File: config.mk
export PLATFORM = sky130hd
export DESIGN_NAME = counter_ctrl
export DESIGN_NICKNAME = d
export VERILOG_FILES = /design/src/rtl/counter_pkg.sv /design/src/rtl/counter_ctrl_bcd_serial.sv /design/src/rtl/counter_ctrl.sv
export SDC_FILE = /design/constraint.sdc
export NUM_CORES = 1
export LEC_CHECK = 0
export CORE_MARGIN = 2
export CORE_UTILIZATION = 37
export CTS_BUF_LIST = sky130_fd_sc_hd__clkbuf_16
export DETAILED_ROUTE_END_ITERATION = 12
export PLACE_DENSITY = 0.55
export SLEW_MARGIN = 20
export SYNTH_ARGS = -nofsm -noshare
export SYNTH_HDL_FRONTEND = slang
export SYNTH_SLANG_ARGS = --single-unit
export TNS_END_PERCENT = 5
File: constraint.sdc
create_clock -name clk -period 2.2 [get_ports clk]
set_clock_uncertainty 0.05 [all_clocks]
set_input_delay 0.22 -clock clk [delete_from_list [all_inputs] [get_ports clk]]
set_output_delay 0.22 -clock clk [all_outputs]
set_load 0.1 [all_outputs]
File: src/rtl/counter_pkg.sv
// Shared types and constants for the 8-bit counter / binary-to-BCD display path.
package counter_pkg;

    typedef enum logic {IDLE = 1'b0, RUN = 1'b1} ctrl_state_t;

    localparam int BCD_DIGIT_W = 4;

    // Smallest number of decimal digits that can show every unsigned value of the given width.
    function automatic int bcd_digits(input int width);
        longint max_val;
        longint span;
        int     n;
        max_val = (longint'(1) << width) - 1;
        span    = 10;
        n       = 1;
        while (span <= max_val) begin
            span = span * 10;
            n    = n + 1;
        end
        return n;
    endfunction

endpackage

File: src/rtl/counter_ctrl_bcd_serial.sv
// Iterative shift/add-3 (double-dabble) binary-to-BCD engine: one iteration per clk,
// a capture at any time restarts the conversion with the newest value.
module bcd_serial
    import counter_pkg::*;
#(
    parameter int WIDTH  = 8,
    parameter int DIGITS = 3
) (
    input  logic                          clk,
    input  logic                          rst,
    input  logic                          capture,
    input  logic [WIDTH-1:0]              x,
    output logic [BCD_DIGIT_W*DIGITS-1:0] bcd,
    output logic                          done,
    output logic                          busy
);

    localparam int BW = BCD_DIGIT_W * DIGITS;
    localparam int SW = BW + WIDTH;
    localparam int IW = $clog2(WIDTH + 1);

    logic [SW-1:0] sr_q, sr_d, step;
    logic [IW-1:0] iter_q, iter_d;
    logic [BW-1:0] bcd_q, bcd_d;
    logic          busy_q, busy_d;
    logic          done_q, done_d;

    // Shift register layout is {bcd digits, remaining binary bits}.
    function automatic logic [SW-1:0] dabble(input logic [SW-1:0] s);
        logic [SW-1:0] r;
        r = s;
        for (int i = 0; i < DIGITS; i++) begin
            if (r[WIDTH + BCD_DIGIT_W*i +: BCD_DIGIT_W] >= 4'd5)
                r[WIDTH + BCD_DIGIT_W*i +: BCD_DIGIT_W] =
                    r[WIDTH + BCD_DIGIT_W*i +: BCD_DIGIT_W] + 4'd3;
        end
        return r << 1;
    endfunction

    always_comb begin
        step   = dabble(sr_q);
        sr_d   = sr_q;
        iter_d = iter_q;
        busy_d = busy_q;
        done_d = 1'b0;
        bcd_d  = bcd_q;
        if (capture) begin
            sr_d   = {{BW{1'b0}}, x};
            iter_d = '0;
            busy_d = 1'b1;
        end else if (busy_q) begin
            sr_d   = step;
            iter_d = iter_q + 1'b1;
            if (iter_q == IW'(WIDTH - 1)) begin
                busy_d = 1'b0;
                done_d = 1'b1;
                bcd_d  = step[SW-1 -: BW];
            end
        end
    end

    always_ff @(posedge clk or negedge rst) begin
        if (!rst) begin
            iter_q <= '0;
            busy_q <= 1'b0;
            done_q <= 1'b0;
            bcd_q  <= '0;
        end else begin
            iter_q <= iter_d;
            busy_q <= busy_d;
            done_q <= done_d;
            bcd_q  <= bcd_d;
        end
    end

    // Working register is only meaningful while busy, so it carries no reset.
    always_ff @(posedge clk) begin
        sr_q <= sr_d;
    end

    assign bcd  = bcd_q;
    assign done = done_q;
    assign busy = busy_q;

endmodule

File: src/rtl/counter_ctrl.sv
// Sequencing controller: start/stop/load FSM, prescaled count register and BCD conversion
// scheduling. Define COUNTER_CTRL_SATURATE_EN to hold at the maximum count instead of wrapping.
module counter_ctrl
    import counter_pkg::*;
#(
    parameter int WIDTH    = 8,
    parameter int DIGITS   = bcd_digits(WIDTH),
    parameter int PRESCALE = 4
) (
    input  logic                          clk,
    input  logic                          rst,
    input  logic                          start,
    input  logic                          stop,
    input  logic                          load,
    input  logic [WIDTH-1:0]              v,
    output logic [WIDTH-1:0]              count,
    output logic [BCD_DIGIT_W*DIGITS-1:0] bcd,
    output logic                          bcd_valid,
    output logic                          busy,
    output logic                          running,
    output logic                          tc
);

    localparam int            PW       = (PRESCALE > 1) ? $clog2(PRESCALE) : 1;
    localparam logic [PW-1:0] PRE_LAST = PW'(PRESCALE - 1);

    ctrl_state_t      state_q, state_d;
    logic [PW-1:0]    presc_q, presc_d;
    logic [WIDTH-1:0] count_q, count_d;
    logic             tc_q, tc_d;
    logic             tick, sat_hit, capture;

    always_comb begin
        tick    = (state_q == RUN) && (presc_q == PRE_LAST);
        sat_hit = 1'b0;
        count_d = count_q;
        if (load) begin
            count_d = v;
        end else if (tick) begin
`ifdef COUNTER_CTRL_SATURATE_EN
            if (count_q == '1)
                sat_hit = 1'b1;
            else
                count_d = count_q + 1'b1;
`else
            count_d = count_q + 1'b1;
`endif
        end
        tc_d    = tick && !load && (count_q == '1);
        // A load of the unchanged value must still refresh the display.
        capture = load || (count_d != count_q);

        state_d = state_q;
        case (state_q)
            IDLE:    if (start && !stop) state_d = RUN;
            RUN:     if (stop || sat_hit) state_d = IDLE;
            default: state_d = IDLE;
        endcase

        if (load || tick || state_q != RUN || state_d != RUN)
            presc_d = '0;
        else
            presc_d = presc_q + 1'b1;
    end

    always_ff @(posedge clk or negedge rst) begin
        if (!rst) begin
            state_q <= IDLE;
            presc_q <= '0;
            count_q <= '0;
            tc_q    <= 1'b0;
        end else begin
            state_q <= state_d;
            presc_q <= presc_d;
            count_q <= count_d;
            tc_q    <= tc_d;
        end
    end

    bcd_serial #(
        .WIDTH  (WIDTH),
        .DIGITS (DIGITS)
    ) u_bcd (
        .clk     (clk),
        .rst     (rst),
        .capture (capture),
        .x       (count_d),
        .bcd     (bcd),
        .done    (bcd_valid),
        .busy    (busy)
    );

    assign count   = count_q;
    assign running = (state_q == RUN);
    assign tc      = tc_q;

endmodule

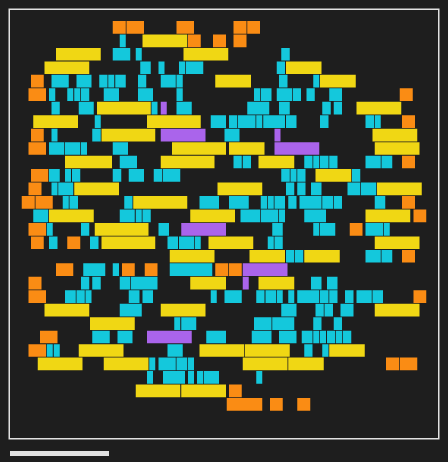
**Above:** cells colored by class.
Bar = 20 um.
[cyan] all other logic | cells: 187
[orange] other buffers and delay cells | cells: 42
[purple] clock drivers and dummy loads | cells: 8
[yellow] flops | cells: 50

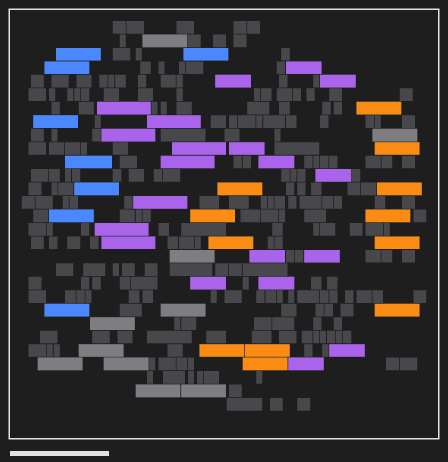
**Above:** register map, names as in the netlist.
Bar = 20 um. Other sequential cells in the stronger gray, the rest of the logic in the fainter gray.
[blue] count | flops: 8
[orange] u_bcd.bcd | flops: 12
[purple] u_bcd.sr_q | flops: 20

==> impl_metrics.tcl <==
# yosys + openroad results
set metrics [dict create \
    preCtsSetupSlack_ns 0.332 \
    fmax_ghz 0.546 \
    start_kind "flip-flop" \
    power_mw 2.41 \
    maxCapViolations 0 \
    crit_arrival_ns 1.99 \
    slew_viol_final 0 \
    chip_area_um2 7480 \
    yosys_cells 249 \
    rsz0062_at_grt "no" \
    worst-path-max-fanout 12 \
    routed_via_density 5.07 \
    grt_pass1_wl_um 8280 \
    holdCritPathClass "in2async" \
    antenna_found_initial 0 \
    dp_hpwl_um 3440 \
    worstSetupPathType "reg2reg" \
    row_count 30 \
    startpoint "presc_q[0]" \
    place_congestion 0.725 \
    numCtsBuffers 5 \
    dieHeight_um 86.5 \
    grt_max_degree 31 \
    finalSetupViolCount 0 \
    synthesis.nets 271 \
    antenna_left 0 \
    cts_root_buf "clkbuf_16" \
    status "finished clean" \
    area_delta_synth_final_pct 20.5 \
    edf_count 8 \
    leakage_nw 1.32 \
    yosysTopAreaCell "dfrtp_1" \
    ys.flop_type "dfrtp_1" \
    ys_seq_share 0.489 \
    drive_gt1_frac 0.188 \
    topCellsByArea "dfrtp_1 (30%), dfxtp_1 (9.5%), edfxtp_1 (9.5%), mux2i_1 (4.8%), ha_1 (4.5%)" \
    finalCritPeriodShare 0.832 \
    diodes 0 \
    synth_top_area_share 0.298 \
    grt_pass1_vias 1743 \
    peakVddDrop_uv 310 \
    grt_overflow 0 \
    clockBufferDepth 2 \
    path_clk_slew_ns 0.06 \
    top_cell "dfrtp_1" \
    remaining_drc_errors 0 \
    avgSynthCellArea_um2 10.1 \
    min_period_ns 1.83 \
    io_pins 37 \
    yosys_warnings 0 \
    common_cells "dfrtp_1 (30), nand2_1 (24), a21oi_1 (20), o21ai_0 (20), nor2_1 (14)" \
    drt-pass1-iter-count 4 \
    tritoncts "yes" \
    cts_resized 0 \
    post-cts-setup-buffer-count 0 \
    nets 308 \
    yosys_area_um2 2520 \
    syn_area_um2 2520 \
    setup_slack_ns 0.370 \
    cts_hold_buf 0 \
    fp_util 0.377 \
    cp.required_ns 2.36 \
    cp-end-kind "flip-flop" \
    netlist_instances 249 \
    ys_types 41 \
    max_slew.worst_pin.slew_ns 0.505 \
    core_um2 6680 \
    relSlewSlack 0.662 \
    async_flop_share 0.600 \
]
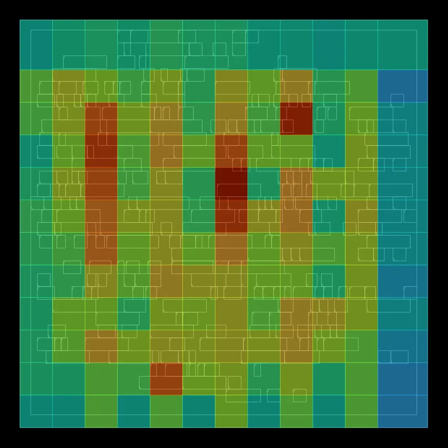
**Above:** routing congestion map.
Top Usage Layer GRT: met2
global routing usage on met3: 0.0295

-- report_power, final --
group | total [mW] | switching, mW | internal, mW
clock network | 0.727 | 0.317 | 0.410
logic | 0.614 | 0.449 | 0.165
registers | 1.07 | 0.0622 | 1.01
total | 2.41 | 0.828 | 1.58
-- final cells by class --
class,count,area [um^2]
clock buffers,5,125
clock inverters,3,11.3
fillers,672,3650
inverters,12,45.0
multi-input cells,175,1160
flip-flops and latches,50,1230
well taps,80,100
repair buffers,42,358
-- state kept, by name, indices dropped and copies added (netlist names) --
name,count
u_bcd.sr_q,20
presc_q,2
u_bcd.bcd,12
u_bcd.done,1
tc,1
count,8
running,1
u_bcd.iter_q,4
u_bcd.busy,1
-- final timing paths --
| check | endpoint | slack [ns] | cells past startpoint |
|---|---|---|---|
| worst max-delay path | u_bcd.bcd[5] | 0.37 | 6 |
| worst min-delay path | u_bcd.bcd[5] | 0.28 | 2 |
| worst max register to register | u_bcd.bcd[5] | 0.37 | 6 |
| worst min register to register | presc_q[0] | 0.39 | 1 |
| max in group asynchronous | count[2] | 1.51 | 2 |
| min in group clk | presc_q[0] | 0.39 | 1 |
-- metrics by stage --
stage | setup TNS (ns) | utilization | instance area, um^2 | hold slack, ns | instances
finish | 0 | 0.454 | 3030 | 0.283 | 367
global route | 0 | 0.454 | 3030 | 0.327 | 367
CTS | 0 | 0.454 | 3030 | 0.302 | 367
detailed placement | 0 | 0.434 | 2900 | 0.388 | 359
global placement | 0 | 0.434 | 2900 | 0.379 | 359
floorplan | -0.00449 | - | 2520 | -0.126 | 249
-- layout by cell type (no fill, tap or decap), types with 2 or more instances in the layout --
cell and instances:
dfrtp_1 29, nand2b_1 4, ha_1 9, nor2_2 4, clkbuf_16 5, inv_1 15, o21ai_0 20, o221ai_1 3
nor3b_1 3, dfxtp_1 12, nor2b_1 4, nand4_1 5, nor3_1 5, edfxtp_1 8, xor2_1 4, mux2i_1 12
mux2_2 5, a31oi_1 2, xnor2_1 12, a21oi_2 4, buf_4 29, a21oi_1 20, or3_1 2, nor2_1 14
clkdlybuf4s50_1 12, nand2_1 24, nand3_1 8
-- kinds of logic after synthesis --
group	synth area share
adder cells (fa/ha/maj)	0.0448
XOR/XNOR	0.0557
AND/OR/NAND/NOR	0.169
flip-flops	0.489
buffers and inverters	0.0492
AND-OR/OR-AND	0.122
multiplexers	0.0701
-- worst max-delay path: stages (launching register included) --
cell and delay (ns):
dfrtp_1 0.38, ha_1 0.25, a21o_4 0.23, nor4b_4 0.23, buf_4 0.20, buf_4 0.22
mux2i_1 0.19
-- layer usage --
metal  track usage  part of all wire
met1         0.181              0.47
met3        0.0295             0.040
met2         0.228              0.46
met4        0.0568             0.024
met5             0                 0
